**Run 1: metal layers overlaid**

(4 px per micron)
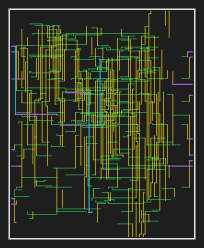
**Run 1: gate-type map**

(4 px per micron)
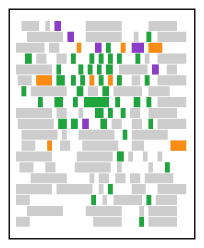
**Run 1: met3 routing**

(8 px per micron)
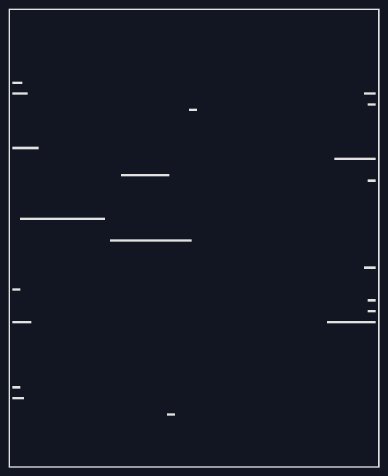
==> src/rtl/irrigation_monitor.sv <==
// irrigation_monitor: multi-area humidity monitor with input sync, valve drive and a scanning 7-segment display.
// Define IRRIG_DEBOUNCE_EN to add the per-channel debounce filter; otherwise dry_q follows the synchroniser.
module irrigation_monitor #(
    parameter int NAREAS       = 4,
    parameter int DEBOUNCE_CYC = 3,
    parameter int DWELL_CYC    = 4
) (
    input  logic                        clk_2,
    input  logic                        reset_n,
    input  logic [NAREAS-1:0]           dry,
    input  logic                        enable,
    output logic [NAREAS-1:0]           valve,
    output logic                        alarm,
    output logic [$clog2(NAREAS+1)-1:0] dry_count,
    output logic [7:0]                  seg
);
    localparam int CW = $clog2(NAREAS+1);
    localparam int IW = NAREAS > 1 ? $clog2(NAREAS) : 1;
    localparam int WW = DWELL_CYC > 1 ? $clog2(DWELL_CYC) : 1;

    typedef enum logic {IDLE, SHOW} state_t;

    state_t            state_q, state_d;
    logic [NAREAS-1:0] sync1_q, sync2_q, dry_q, dry_d;
    logic [IW-1:0]     idx_q, idx_d, first_idx, next_idx;
    logic [WW-1:0]     dwell_q, dwell_d;
    logic              has_above;
    logic [6:0]        digit;

`ifdef IRRIG_DEBOUNCE_EN
    localparam int DW = $clog2(DEBOUNCE_CYC+1);
    logic [DW-1:0] deb_q [NAREAS];
    logic [DW-1:0] deb_d [NAREAS];

    always_comb begin
        dry_d = dry_q;
        for (int i = 0; i < NAREAS; i++) begin
            deb_d[i] = '0;
            if (sync2_q[i] != dry_q[i]) begin
                if (deb_q[i] == DW'(DEBOUNCE_CYC-1))
                    dry_d[i] = sync2_q[i];
                else
                    deb_d[i] = deb_q[i] + 1'b1;
            end
        end
    end

    always_ff @(posedge clk_2 or negedge reset_n) begin
        if (!reset_n)
            deb_q <= '{default: '0};
        else
            deb_q <= deb_d;
    end
`else
    assign dry_d = sync2_q;
`endif

    assign valve = dry_q & {NAREAS{enable}};
    assign alarm = |dry_q;

    always_comb begin
        dry_count = '0;
        for (int i = 0; i < NAREAS; i++)
            dry_count = dry_count + CW'(dry_q[i]);
    end

    // Descending scan so the last hit is the lowest qualifying index.
    always_comb begin
        first_idx = '0;
        next_idx  = '0;
        has_above = 1'b0;
        for (int i = NAREAS-1; i >= 0; i--) begin
            if (dry_q[i])
                first_idx = IW'(i);
            if (dry_q[i] && IW'(i) > idx_q) begin
                next_idx  = IW'(i);
                has_above = 1'b1;
            end
        end
        if (!has_above || idx_q == IW'(NAREAS-1))
            next_idx = first_idx;
    end

    always_comb begin
        state_d = state_q;
        idx_d   = idx_q;
        dwell_d = dwell_q;
        if (state_q == IDLE) begin
            if (alarm) begin
                state_d = SHOW;
                idx_d   = first_idx;
                dwell_d = '0;
            end
        end else if (!alarm) begin
            state_d = IDLE;
            idx_d   = '0;
            dwell_d = '0;
        end else if (!dry_q[idx_q] || dwell_q == WW'(DWELL_CYC-1)) begin
            idx_d   = next_idx;
            dwell_d = '0;
        end else begin
            dwell_d = dwell_q + 1'b1;
        end
    end

    always_ff @(posedge clk_2 or negedge reset_n) begin
        if (!reset_n) begin
            sync1_q <= '0;
            sync2_q <= '0;
            dry_q   <= '0;
            state_q <= IDLE;
            idx_q   <= '0;
            dwell_q <= '0;
        end else begin
            sync1_q <= dry;
            sync2_q <= sync1_q;
            dry_q   <= dry_d;
            state_q <= state_d;
            idx_q   <= idx_d;
            dwell_q <= dwell_d;
        end
    end

    always_comb begin
        case (4'(idx_q))
            4'd0:    digit = 7'h3F;
            4'd1:    digit = 7'h06;
            4'd2:    digit = 7'h5B;
            4'd3:    digit = 7'h4F;
            4'd4:    digit = 7'h66;
            4'd5:    digit = 7'h6D;
            4'd6:    digit = 7'h7D;
            4'd7:    digit = 7'h07;
            4'd8:    digit = 7'h7F;
            4'd9:    digit = 7'h6F;
            default: digit = 7'h00;
        endcase
        seg = (state_q == SHOW) ? {dry_count > CW'(1), digit} : 8'h00;
    end
endmodule

==> config.mk <==
export PLATFORM = sky130hd
export DESIGN_NAME = irrigation_monitor
export DESIGN_NICKNAME = d
export VERILOG_FILES = /design/src/rtl/irrigation_monitor.sv
export SDC_FILE = /design/constraint.sdc
export NUM_CORES = 1
export LEC_CHECK = 0
export ABC_AREA = 1
export CELL_PAD_IN_SITES_DETAIL_PLACEMENT = 1
export CELL_PAD_IN_SITES_GLOBAL_PLACEMENT = 1
export CORE_ASPECT_RATIO = 1.25
export CORE_UTILIZATION = 36
export CTS_BUF_LIST = sky130_fd_sc_hd__clkbuf_4
export CTS_CLUSTER_DIAMETER = 120
export DETAILED_ROUTE_END_ITERATION = 10
export PLACE_DENSITY_LB_ADDON = 0.1
export SLEW_MARGIN = 20
export SYNTH_ARGS = -nofsm -noshare
export SYNTH_HDL_FRONTEND = slang
export SYNTH_SLANG_ARGS = --single-unit
==> constraint.sdc <==
create_clock -name clk_2 -period 1.8 [get_ports clk_2]
set_input_delay 0.36 -clock clk_2 [delete_from_list [all_inputs] [get_ports clk_2]]
set_output_delay 0.36 -clock clk_2 [all_outputs]
set_load 0.05 [all_outputs]
==> reports/metrics.cfg, run 1 <==
[run_status]
outcome=finished with violations
violations=negative setup slack

[setup_path]
critPathArrivalTime_ns=1.92
critPathTopFamily=adder cells
critical_path_class=flip-flop to primary output
required_ns=1.44
cp_max_fo=2
crit_buf_inv=2

[route]
drtAntennaViolNets=0
drt-vias-per-instance=4.755
firstDrtPassIters=3
drtIter0Drc=5

[run]
maxCapViolCount=0
tool_warnings=31

[final_layout]
most-common-layout-cells=nand2_1 (31), dfrtp_1 (17), buf_12 (15)
fin_util_pct=62.37
syn2layout_area_growth_pct=59.83
num-multi-input-gates=64
drive_above_1_share_pct=34.85
flop_area_sq_um=425.4
final-nonclk-buf-share_pct=31.24
nFillCells=268
buffers=31
final_nets=146
final-clk-cell-share_pct=2.154
clock_buffers=3
dominant_cells=buffers

[power]
p_clk_mw=0.204
pwr-share-seq_pct=27.7
powerComb_mw=1.16
swShare_pct=45.79
power_frac_comb_pct=61.5
power_leader=combinational logic
pwr_density_cell_nw_per_um2=1356
p_seq_mw=0.524

[logic_synthesis]
top_cell_area_share_pct=48.78
top_cells_by_count=nand2_1 (31), dfrtp_1 (17), inv_1 (13), nand3_1 (8), nor2_1 (6)
ys_cells=101
top_area_cell=dfrtp_1
flop_cell=dfrtp_1
syn_inst=101
synthMostInstantiatedCell=nand2_1
enable_flop_cells=0
synth.area.top_cells=dfrtp_1 (49%), nand2_1 (13%), ha_1 (7.2%), inv_1 (5.6%), nand3_1 (4.6%)
syn_area_sq_um=872.1
ys_types=19

[timing]
setup_ws_ns=-0.4775
drv_slew=0
clock_skew_ns=0.002070
relSlewSlack_pct=77.43
max_freq_mhz=439.1
rsz0062_at_grt=true
hold_ws_ns=0.3583
post-route-period-util_pct=126.5
finalSetupViolCount=4

[placed_design]
port_buffers=22
placed_cells=156
place_ws_ns=-0.1883
gp_congestion=0.7317

[die]
initCoreUtil_pct=39.03
taps=31

[clock_tree]
post_cts_buffers=3
cts_made_buffers=3
cts.sinks=17
clock_latency_ns=0.29
root_buffer=clkbuf_4

[global_routing]
antenna_found_initial=0
gr-total-overflow=0
grt_pass1_vias=856
grt_pass1_wl_microns=3739

## Picture notes: 'metal layers overlaid'
cyan -> M4  # wire length 63.2 microns
yellow -> M2  # wire length 1460 microns
purple -> M3  # wire length 53.1 microns
green -> M1  # wire length 889 microns
all-layer global routing usage: 20.23%
Routed WL per cell: 15.12 microns

## Picture notes: 'gate-type map'
purple -> aoi and oai cells  # cells 6
green -> nand cells  # cells 44, most used nand2_1
orange -> nor cells  # cells 8, most used nor2_1
Non-Filler Instances: 163
most common cell after layout, fill and taps aside: nand2_1
multi-input combinational area share: 28.46%

## Picture notes: 'met3 routing'
wire length on this layer = 53.1 microns
share of all routed wire = 2.2%
nets with wire on the layer = 17
main direction = horizontal
DR vias: 775
total wire length: 2464 microns
met3 GRT Util: 1.582%

[run 1: kinds of logic after synthesis]
group | Yosys count | share of synthesized area (%)
compound gates | 6 | 3.442
fa+ha+maj | 6 | 9.469
buf+inv | 20 | 11.05
flops | 17 | 48.78
simple gates | 52 | 27.26
[run 1: state kept, by name, summed over array words and instances, names as in the netlist]
| name | count |
|---|---|
| dry_d | 4 |
| dry_q | 4 |
| sync1_q | 4 |
| dwell_q | 2 |
| idx_q | 2 |
| state_q | 1 |
[run 1: per-stage QoR]
| stage | power, mW | area, sq um |
|---|---|---|
| CTS | 1.883 | 1376 |
| global route | 1.995 | 1394 |
| global placement | 1.617 | 1309 |
| finish | 1.889 | 1394 |
| floorplan | 1.201 | 890.9 |
| detailed placement | 1.659 | 1309 |
[run 1: metal layers]
metal | vias to the layer above | part of all wire [%] | global-route usage (%)
met1 | 382 | 36 | 21.83
met2 | 19 | 59 | 36.82
met3 | 6 | 2.2 | 1.582
met5 | - | 0 | 0
li1 | 368 | - | -
met4 | 0 | 2.6 | 10.92
[run 1: final timing paths]
path                                           start                   end  slack [ns]  cells past startpoint
worst max register to register    dry_q[0]$_DFF_PN0_  idx_q[1]$_DFFE_PN0P_        0.13                     10
worst max-delay path              dry_q[0]$_DFF_PN0_                seg[7]       -0.48                      6
max in group asynchronous                    reset_n    dry_d[2]$_DFF_PN0_        1.23                      2
worst min register to register  sync1_q[1]$_DFF_PN0_    dry_d[1]$_DFF_PN0_        0.36                      0
worst min-delay path            sync1_q[1]$_DFF_PN0_    dry_d[1]$_DFF_PN0_        0.36                      0
min in group asynchronous                    reset_n  sync1_q[3]$_DFF_PN0_        0.39                      2
==> inputs of run 2 (changes only) <==
==> constraint.sdc (replaced) <==
create_clock -name clk_2 -period 2.2 [get_ports clk_2]
set_input_delay 0.44 -clock clk_2 [delete_from_list [all_inputs] [get_ports clk_2]]
set_output_delay 0.44 -clock clk_2 [all_outputs]
set_load 0.05 [all_outputs]
**Run 2: gate-type map**

(4 px per micron)
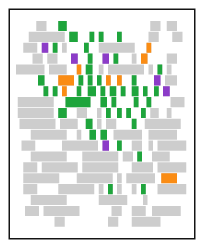
purple -> aoi and oai cells  # cells 6
orange -> nor cells  # cells 8, most used nor2_1
green -> nand cells  # cells 44, most used nand2_1

**Run 2: clock distribution**

(8 px per micron)
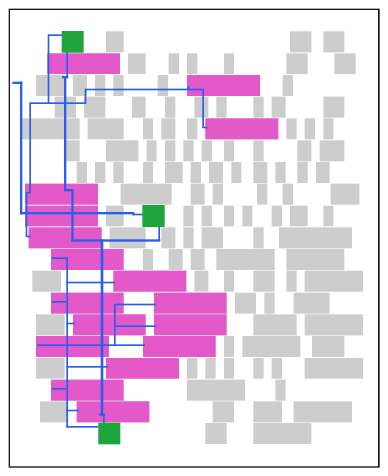
blue -> clock wires  # length 228 microns
magenta -> flip-flops  # count 17
green -> clock-net drivers  # count 3
routed clock nets = 4
Clock Latency Late Sink: 0.30 ns
clk_skew: 0.002762 ns

==> run 2 against run 1 <==
The flow still finishes with violations (negative setup slack). Synthesized cell count unchanged. Cell count decreased by 1.8%. Sequential share of layout area increased by 2.9 points. Synthesized area unchanged. Critical path depth unchanged. Final area decreased by 8.8%. Total power decreased by 30%. Flip-flop count unchanged. Clock-buffer cell count unchanged. Critical endpoint unchanged.
==> reports/metrics.cfg, run 2 <==
[logic_synthesis]
top_area_cell=dfrtp_1
fp_nets=114
top_cells_by_count=nand2_1 (31), dfrtp_1 (17), inv_1 (13), nand3_1 (8), nor2_1 (6)
yosysWarnings=0
syn_inst=101  ; unchanged
ys_types=19  ; unchanged
synth.area.top_cells=dfrtp_1 (49%), nand2_1 (13%), ha_1 (7.2%), inv_1 (5.6%), nand3_1 (4.6%)
flop_cell=dfrtp_1
enable_flop_cells=0  ; unchanged
ys_cells=101  ; unchanged
synthMostInstantiatedCell=nand2_1
top_cell_area_share_pct=48.78  ; unchanged
avgSynthCellArea_sq_um=8.635
syn_area_sq_um=872.1  ; unchanged

[final_layout]
most-common-layout-cells=nand2_1 (31), dfrtp_1 (17), inv_1 (12)
final_nets=143  ; -2.1%
fin_util_pct=56.89  ; -5.5 points
stdcell_count=160  ; -1.8%
stdcell_area_sq_um=1271  ; -8.8%
syn2layout_area_growth_pct=45.77
layout.cells.most_common=nand2_1

[route]
routedLengthMet1_microns=758  ; -15%
dr_wl_met2_microns=970  ; -33%
firstDrtPassIters=4  ; +1
drtAntennaViolNets=0  ; unchanged
num_vias=759  ; -2.1%
wl_met3_microns=58  ; +9.4%
drt-wirelength-per-cell_microns=11.54  ; -24%
drt-total-wl_microns=1847  ; -25%
highest_layer=met4
drtIter0Drc=12  ; +7
drt-vias-per-instance=4.744  ; -0.23%

[timing]
worstMarginPinSlew_ns=0.4936
setup_ws_ns=-0.1277  ; +0.3499 ns
max_freq_mhz=429.6
hold_ws_ns=0.3566  ; -0.001761 ns
drv_slew=0  ; unchanged
relSlewSlack_pct=66.99  ; -10 points
finalSetupViolCount=3  ; -1
rsz0062_at_grt=true
post-route-period-util_pct=105.8

[power]
pwr-share-seq_pct=31.6  ; +3.9 points
p_total_mw=1.328  ; -30%
power_frac_comb_pct=55.2  ; -6.3 points
swShare_pct=48.49  ; +2.7 points
pwr-share-clk_pct=13.2
pwr_density_cell_nw_per_um2=1045  ; -23%

[placed_design]
gp_congestion=0.7696  ; +5.2%
dp_hpwl_microns=1389
port_buffers=22  ; unchanged
placed_cells=151  ; -3.2%
place_area_sq_um=1185  ; -9.5%
place_ws_ns=0.09116  ; +0.2795 ns

[global_routing]
grt.total_usage_pct=16.72  ; -3.5 points
groute.layer.met1.usage_pct=18.05  ; -3.8 points
gr-total-overflow=0  ; unchanged
grt_max_degree=18
antenna_found_initial=0  ; unchanged
use_met3_pct=2.848  ; +1.3 points
busiest_layer=met2
use_met2_pct=28.37  ; -8.5 points
grt_pass1_wl_microns=3049  ; -18%
grt_pass1_vias=723  ; -16%

[setup_path]
cp_max_fo=2  ; unchanged
rr_worst_depth=10  ; unchanged
critPathArrivalTime_ns=1.89  ; -0.03 ns
critical_path_class=flip-flop to primary output
required_ns=1.76  ; +0.32 ns

[die]
initCoreUtil_pct=39.03  ; unchanged

[run]
tool_warnings=30  ; -3.2%
maxCapViolCount=0  ; unchanged

[clock_tree]
cts_made_buffers=3  ; unchanged
root_buffer=clkbuf_4
path_clk_slew_ns=0.10
cts.sinks=17  ; unchanged

[run_status]
outcome=finished with violations
violations=negative setup slack

[worst_hold_path]
min_path_cells=0  ; unchanged
hp-class=flip-flop to flip-flop

[run 2: cell counts after synthesis]
Identical to the previous run, type by type.
[run 2: path summary, 6_finish.rpt]
check | startpoint | endpoint | slack, ns
worst min register to register | sync1_q[0]$_DFF_PN0_ | dry_d[0]$_DFF_PN0_ | 0.36
worst max-delay path | dry_q[3]$_DFF_PN0_ | seg[7] | -0.13
max in group asynchronous | reset_n | sync1_q[2]$_DFF_PN0_ | 1.58
min in group asynchronous | reset_n | dry_d[2]$_DFF_PN0_ | 0.44
worst min-delay path | sync1_q[0]$_DFF_PN0_ | dry_d[0]$_DFF_PN0_ | 0.36
worst max register to register | dry_q[1]$_DFF_PN0_ | idx_q[1]$_DFFE_PN0P_ | 0.44
[run 2: cell families after synthesis]
kind of cell,after synthesis,synth area share [%]
buffers and inverters,20,11.05
AOI/OAI and AO/OA,6,3.442
adders and majority gates,6,9.469
and+or+nand+nor,52,27.26
DFF,17,48.78
[run 2: cell type report]
cell class	instances	area [sq um]
clock inverters	1	7.507
multi-input cells	64	372.9
well taps	31	38.79
clock buffers	3	22.52
flip-flops and latches	17	425.4
fillers	274	963.4
inverters	16	62.56
repair buffers	28	341.6
[run 2: power groups by stage]
stage                     sequential (mW)  combinational (mW)  clock (mW)
final                               0.420               0.733       0.175
after global routing                0.430               0.794       0.189
after CTS                           0.421               0.738       0.187
after detailed placement            0.429               0.728           0
after global placement              0.428               0.713           0
after floorplan                     0.386               0.579           0
[run 2: worst max-delay path, stage by stage, from the launching register on]
cell and delay (ns):
dfrtp_1 0.42, fa_1 0.55, ha_2 0.18, inv_2 0.05, ha_4 0.15, nor2_4 0.10, buf_12 0.14
[run 2: repair_timing]
item                                    in CTS  in global routing
endpoints found under the setup margin       4                  3
gates resized                                6                  0
setup buffers                                3                  2
pin swaps                                    2                  1
Power is estimated from default activity; no workload was simulated.
